**config.mk**
```make
export PLATFORM = sky130hd
export DESIGN_NAME = conn_setup_parser_flat
export DESIGN_NICKNAME = d
export VERILOG_FILES = /design/src/rtl/conn_setup_parser_if.sv /design/src/rtl/conn_setup_parser.sv /design/src/flat_wrapper.sv
export SDC_FILE = /design/constraint.sdc
export NUM_CORES = 1
export LEC_CHECK = 0
export ABC_AREA = 1
export CORE_UTILIZATION = 45
export CTS_CLUSTER_SIZE = 12
export DETAILED_ROUTE_END_ITERATION = 8
export DONT_BUFFER_PORTS = 1
export PLACE_DENSITY = 0.64
export SLEW_MARGIN = 10
export SYNTH_ARGS = -nofsm -noshare
export SYNTH_HDL_FRONTEND = slang
export SYNTH_SLANG_ARGS = --single-unit
```
**constraint.sdc**
```tcl
create_clock -name clk -period 4 [get_ports clk]
set_clock_uncertainty 0.2 [all_clocks]
set_input_delay 0.4 -clock clk [delete_from_list [all_inputs] [get_ports clk]]
set_output_delay 0.4 -clock clk [all_outputs]
set_load 0.03 [all_outputs]
```
**src/rtl/conn_setup_parser_if.sv**
```systemverilog
// conn_setup_parser_if: setup-frame input bus and connection-manager request bus
interface conn_setup_parser_if #(
   parameter int NUM_FIELDS = 8,
   parameter int DATA_W = 32,
   parameter int CMD_W = 4
);
   logic frame_valid_in;
   logic [CMD_W-1:0] frame_cmd_in;
   logic [DATA_W-1:0] frame_data_in;
   logic frame_ready_out;
   logic cm_valid_out;
   logic cm_ready_in;
   logic [NUM_FIELDS*DATA_W-1:0] cm_fields_out;
   logic cm_open_out;
   modport master (
      output frame_valid_in, frame_cmd_in, frame_data_in, cm_ready_in,
      input frame_ready_out, cm_valid_out, cm_fields_out, cm_open_out
   );
   modport slave (
      input frame_valid_in, frame_cmd_in, frame_data_in, cm_ready_in,
      output frame_ready_out, cm_valid_out, cm_fields_out, cm_open_out
   );
endinterface

```
**src/rtl/conn_setup_parser.sv**
```systemverilog
// conn_setup_parser: collects setup fields from frames and issues open/close requests to the connection manager
module conn_setup_parser #(
   parameter int NUM_FIELDS = 8,
   parameter int DATA_W = 32,
   parameter int CMD_W = 4,
   parameter logic [NUM_FIELDS-1:0] OPEN_MASK = '1,
   parameter logic [NUM_FIELDS-1:0] CLOSE_MASK = NUM_FIELDS'(1),
   parameter int TIMEOUT = 1024
) (
   input logic clk,
   input logic reset,
   conn_setup_parser_if.slave bus,
   output logic busy_out,
   output logic err_valid_out,
   output logic [1:0] err_code_out,
   input logic err_clear_in,
   output logic [15:0] setup_count_out
);
   localparam logic [1:0] IDLE = 2'd0, COLLECT = 2'd1, ISSUE = 2'd2, ERROR = 2'd3;
   localparam int TW = $clog2(TIMEOUT + 2);
   logic [1:0] state;
   logic [NUM_FIELDS-1:0] written;
   logic [NUM_FIELDS-1:0][DATA_W-1:0] fld;
   logic [TW-1:0] idle_cnt;
   logic take, is_field, is_en, open_req, timed_out;
   logic [NUM_FIELDS-1:0] req;
   assign bus.frame_ready_out = state != ISSUE;
   assign busy_out = state != IDLE;
   assign take = bus.frame_valid_in && (state == IDLE || state == COLLECT);
   assign is_field = bus.frame_cmd_in < CMD_W'(NUM_FIELDS);
   assign is_en = bus.frame_cmd_in == CMD_W'(NUM_FIELDS);
   assign open_req = written[1] && fld[1][0];
   assign req = open_req ? OPEN_MASK : CLOSE_MASK;
   assign timed_out = TIMEOUT != 0 && state == COLLECT && !bus.frame_valid_in && idle_cnt == TW'(TIMEOUT - 1);
   // idle-cycle counter, only live while collecting and cleared by every accepted frame
   always_ff @(posedge clk) begin
      idle_cnt <= (reset || state != COLLECT || take) ? '0 : idle_cnt + TW'(1);
   end
   // frame acceptance, field capture, request issue and sticky first-error tracking
   always_ff @(posedge clk) begin
      if (reset) begin
         state <= IDLE;
         written <= '0;
         fld <= '0;
         bus.cm_valid_out <= 1'b0;
         bus.cm_fields_out <= '0;
         bus.cm_open_out <= 1'b0;
         err_valid_out <= 1'b0;
         err_code_out <= 2'd0;
         setup_count_out <= 16'd0;
      end else if (take && is_field) begin
         for (int i = 0; i < NUM_FIELDS; i++)
            if (bus.frame_cmd_in == CMD_W'(i)) begin
               fld[i] <= bus.frame_data_in;
               written[i] <= 1'b1;
            end
         state <= COLLECT;
      end else if (take && is_en && (written & req) == req) begin
         state <= ISSUE;
         bus.cm_valid_out <= 1'b1;
         bus.cm_fields_out <= fld;
         bus.cm_open_out <= open_req;
      end else if (take || timed_out) begin
         state <= ERROR;
         err_valid_out <= 1'b1;
         err_code_out <= !take ? 2'd3 : is_en ? 2'd1 : 2'd2;
      end else if (state == ISSUE && bus.cm_ready_in) begin
         state <= IDLE;
         written <= '0;
         bus.cm_valid_out <= 1'b0;
         setup_count_out <= setup_count_out == 16'hFFFF ? setup_count_out : setup_count_out + 16'd1;
      end else if (state == ERROR && err_clear_in) begin
         state <= IDLE;
         written <= '0;
         err_valid_out <= 1'b0;
         err_code_out <= 2'd0;
      end
   end
endmodule

```
**src/flat_wrapper.sv**
```systemverilog
// flat-port wrapper written by rule: the top's interface ports become plain ports
module conn_setup_parser_flat 
#(
   parameter int NUM_FIELDS = 8,
   parameter int DATA_W = 32,
   parameter int CMD_W = 4,
   parameter logic [NUM_FIELDS-1:0] OPEN_MASK = '1,
   parameter logic [NUM_FIELDS-1:0] CLOSE_MASK = NUM_FIELDS'(1),
   parameter int TIMEOUT = 1024
)
  (clk, reset, busy_out, err_valid_out, err_code_out, err_clear_in, setup_count_out, bus_frame_valid_in, bus_frame_cmd_in, bus_frame_data_in, bus_cm_ready_in, bus_frame_ready_out, bus_cm_valid_out, bus_cm_fields_out, bus_cm_open_out);
  conn_setup_parser_if #(.NUM_FIELDS(NUM_FIELDS), .DATA_W(DATA_W), .CMD_W(CMD_W)) bus_i ();
  input logic clk;
  input logic reset;
  output logic busy_out;
  output logic err_valid_out;
  output logic [1:0] err_code_out;
  input logic err_clear_in;
  output logic [15:0] setup_count_out;
  input wire logic [$bits(bus_i.frame_valid_in)-1:0] bus_frame_valid_in;
  input wire logic [$bits(bus_i.frame_cmd_in)-1:0] bus_frame_cmd_in;
  input wire logic [$bits(bus_i.frame_data_in)-1:0] bus_frame_data_in;
  input wire logic [$bits(bus_i.cm_ready_in)-1:0] bus_cm_ready_in;
  output wire logic [$bits(bus_i.frame_ready_out)-1:0] bus_frame_ready_out;
  output wire logic [$bits(bus_i.cm_valid_out)-1:0] bus_cm_valid_out;
  output wire logic [$bits(bus_i.cm_fields_out)-1:0] bus_cm_fields_out;
  output wire logic [$bits(bus_i.cm_open_out)-1:0] bus_cm_open_out;
  assign bus_i.frame_valid_in = bus_frame_valid_in;
  assign bus_i.frame_cmd_in = bus_frame_cmd_in;
  assign bus_i.frame_data_in = bus_frame_data_in;
  assign bus_i.cm_ready_in = bus_cm_ready_in;
  assign bus_frame_ready_out = bus_i.frame_ready_out;
  assign bus_cm_valid_out = bus_i.cm_valid_out;
  assign bus_cm_fields_out = bus_i.cm_fields_out;
  assign bus_cm_open_out = bus_i.cm_open_out;
  conn_setup_parser #(.NUM_FIELDS(NUM_FIELDS), .DATA_W(DATA_W), .CMD_W(CMD_W), .OPEN_MASK(OPEN_MASK), .CLOSE_MASK(CLOSE_MASK), .TIMEOUT(TIMEOUT)) u_core (.clk(clk), .reset(reset), .bus(bus_i), .busy_out(busy_out), .err_valid_out(err_valid_out), .err_code_out(err_code_out), .err_clear_in(err_clear_in), .setup_count_out(setup_count_out));
endmodule
```
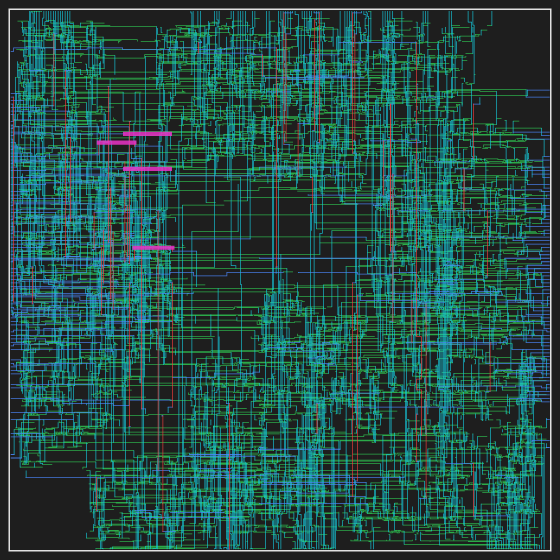
(images/wires.png)
legend:
  blue:
    layer: metal 3
    wire_length: 4950 µm
  magenta:
    layer: metal 5
    wire_length: 63.5 µm
  green:
    layer: metal 1
    wire_length: 26.5 mm
  red:
    layer: metal 4
    wire_length: 2040 µm
  cyan:
    layer: metal 2
    wire_length: 27.3 mm
routed wirelength normalized by instance count: 20.5 µm
total global-route track usage: 27.1%
final WL: 60900 µm

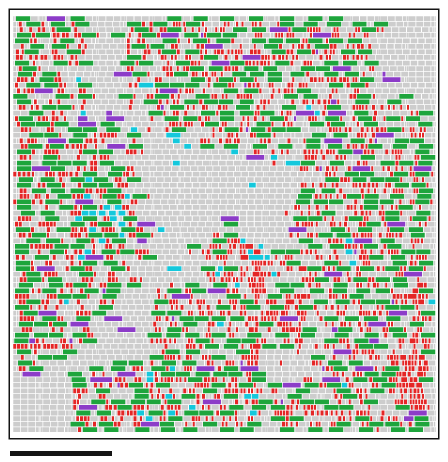
(images/placement_by_type.png)
Bar = 50 µm. Fill, decap, tap and diode cells in grey.
legend:
  red:
    class: combinational and other logic
    cells: 1718
    share_of_their_area: 36%
  purple:
    class: clock drivers and dummy loads
    cells: 83
    share_of_their_area: 7.6%
  cyan:
    class: other buffers and delay cells
    cells: 61
    share_of_their_area: 3.0%
  green:
    class: flops
    cells: 554
    share_of_their_area: 53%
Seq/total area: 51.4%
placeable core region: 0.0422 mm²
cell area after layout: 0.0216 mm²
floorplan row count: 75

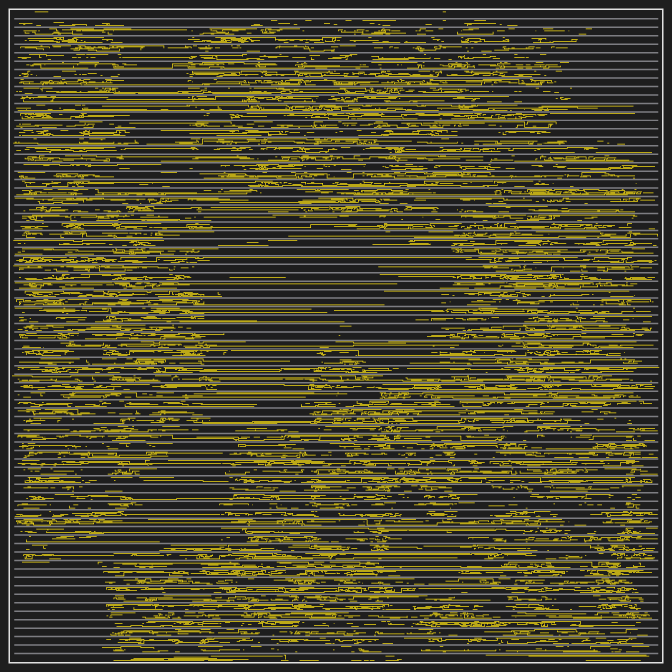
(images/layer_met1.png)
Supply wires on this layer in grey.
nets with wire on the layer: 2383
wire length on this layer: 26.5 mm
main direction: horizontal
share of all routed wire: 44%
vias: 15900
GR Layer Usage met1: 35.4%

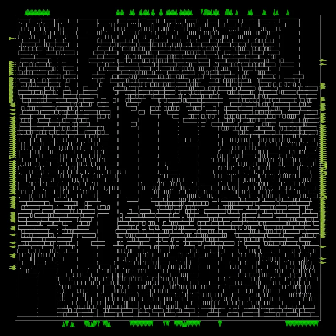
(images/placement.png)
fin util: 51.1%
number of well-tap cells placed: 539

==> results.sh <==
# yosys + openroad results
export IMPL_synth_cellmix_simpleShare_pct=16.0
export IMPL_sw_frac_of_total_pct=23.5
export IMPL_globalRouteOverflowTotal=0
export IMPL_comb_area_share_pct=32.4
export IMPL_post_place_cells=2833
export IMPL_tightest_slew_ns=1.14
export IMPL_final_signal_inverter_count=151
export IMPL_clk_root_buffer_cell="sky130_fd_sc_hd__clkbuf_16"
export IMPL_seq_area_frac_synth_pct=57.2
export IMPL_hold_end="u_core.state[1]$_SDFFE_PP0P_"
export IMPL_powerClk_mw=4.76
export IMPL_outcome="complete, no violations"
export IMPL_path_clk_slew_ns=0.06
export IMPL_synth_adder_area_share_pct=0.129
export IMPL_floorplan_die_height_um=210
export IMPL_post_synth_xor_area_fraction_pct=0.542
export IMPL_ctsLongestPathBuffers=3
export IMPL_max_slew_margin_rel_pct=23.5
export IMPL_switching_power_mw=2.57
export IMPL_route_antenna_remaining_nets=0
export IMPL_unrepaired_setup_endpoints_after_global_routing="false"
export IMPL_yosys_register_bits=554
export IMPL_period_used_pct=62.0
export IMPL_pg_comb_mw=0.513
export IMPL_arrival_ns=2.78
export IMPL_critical_path_top_delay_family="simple AND/OR/NAND/NOR gates"
export IMPL_grt_pass1_vias=14500
export IMPL_largest_cell_class="registers"
export IMPL_routed_wl_met3_um=4950
export IMPL_totalPowerFinal_mw=11.0
export IMPL_route_top_layer_used="met5"
export IMPL_post_cts_repair_setup_buffers=0
export IMPL_num_fill_cells=4044
export IMPL_drt_iter0_markers=1384
export IMPL_ys_top_cells_by_area="sky130_fd_sc_hd__dfxtp_1 (57%), sky130_fd_sc_hd__nor2_1 (13%), sky130_fd_sc_hd__o21ai_0 (13%)"
export IMPL_ff2ff_path_depth=10
export IMPL_numCtsBuffers=55
export IMPL_path_class="flip-flop to flip-flop"
export IMPL_placedInstanceArea_mm2=0.0196
export IMPL_hold_path_cell_count=4
export IMPL_worst_r2r_startpoint="u_core.setup_count_out[1]$_SDFFE_PP0P_"
export IMPL_leading_cell_type_in_the_layout_fill_and_taps_excluded="sky130_fd_sc_hd__nor2_1"
export IMPL_pwr_group_sequential_mw=5.68
export IMPL_commonest_cells_after_routing_fill_and_taps_aside="sky130_fd_sc_hd__nor2_1 (676), sky130_fd_sc_hd__dfxtp_1 (554), sky130_fd_sc_hd__o21ai_0 (505), sky130_fd_sc_hd__a21oi_1 (224), sky130_fd_sc_hd__inv_1 (146)"
export IMPL_initCoreUtil_pct=45.9
export IMPL_share_clk_of_total_power_pct=43.5
export IMPL_hold_violations=0
export IMPL_finalNonFillerCells=2965
export IMPL_drc=0
export IMPL_r2r_setup_slk_ns=1.52
export IMPL_multi_input_comb_cells=1567
export IMPL_timing_critical_path_from_type="flip-flop"
export IMPL_met3_layer_usage_reported_by_global_route_pct=7.12
export IMPL_place_worst_setup_slack_ns=1.53
export IMPL_buf_share_pct=2.87
export IMPL_pwr_share_comb_pct=4.7
export IMPL_path_max_fanout=16
export IMPL_postSynthCellCount=2441
export IMPL_ff_count=554
export IMPL_ys_cells=2441
export IMPL_post_synthesis_compound_gate_area_fraction_pct=19.3
export IMPL_dominant_power_group="registers"
export IMPL_max_vdd_ir_drop_v=0.000302
export IMPL_crit_required_ns=4.30
export IMPL_tritoncts_num_sinks=554
export IMPL_internal_power_mw=8.39
export IMPL_synth_lib_cells_used_distinct=27
export IMPL_dp_hpwl_um=34700
export IMPL_yosys_area_mm2=0.0194
export IMPL_timing_critical_path_buf_inv=2
export IMPL_syn_mean_instance_area_um2=7.94
export IMPL_vias_per_cell=5.36
export IMPL_seq_power_share_pct=51.9
export IMPL_leakagePower_nw=7.83
export IMPL_floorplan_io_pins=320
export IMPL_area_sequential_mm2=0.0111
export IMPL_clock_network_area_share_pct=7.34
export IMPL_timing_final_max_slew_violations=0
export IMPL_finish_net_count=2433
export IMPL_stage_log_warnings=38
export IMPL_die_x_size_um=210
export IMPL_hold_path_class="input pin to flip-flop"
-- cell usage after synthesis --
| library cell | number |
|---|---|
| sky130_fd_sc_hd__a21oi_1 | 224 |
| sky130_fd_sc_hd__and3_1 | 1 |
| sky130_fd_sc_hd__buf_1 | 1 |
| sky130_fd_sc_hd__buf_2 | 40 |
| sky130_fd_sc_hd__buf_4 | 18 |
| sky130_fd_sc_hd__buf_6 | 1 |
| sky130_fd_sc_hd__clkbuf_1 | 109 |
| sky130_fd_sc_hd__clkinv_1 | 1 |
| sky130_fd_sc_hd__dfxtp_1 | 554 |
| sky130_fd_sc_hd__ha_1 | 2 |
| sky130_fd_sc_hd__inv_1 | 146 |
| sky130_fd_sc_hd__inv_2 | 4 |
| sky130_fd_sc_hd__nand2_1 | 90 |
| sky130_fd_sc_hd__nand2_2 | 1 |
| sky130_fd_sc_hd__nand3_1 | 22 |
| sky130_fd_sc_hd__nand4_1 | 7 |
| sky130_fd_sc_hd__nor2_1 | 676 |
| sky130_fd_sc_hd__nor2_2 | 1 |
| sky130_fd_sc_hd__nor2_4 | 1 |
| sky130_fd_sc_hd__nor3_1 | 5 |
| sky130_fd_sc_hd__nor3b_1 | 1 |
| sky130_fd_sc_hd__o211ai_1 | 1 |
| sky130_fd_sc_hd__o21ai_0 | 505 |
| sky130_fd_sc_hd__o21ai_1 | 17 |
| sky130_fd_sc_hd__or2_2 | 1 |
| sky130_fd_sc_hd__xnor2_1 | 6 |
| sky130_fd_sc_hd__xor2_1 | 6 |
-- timing repair --
action	4_1_cts	5_1_grt
hold endpoints to repair	284	0
hold buffers	39	0
resized	0	0
setup endpoints to repair	0	0
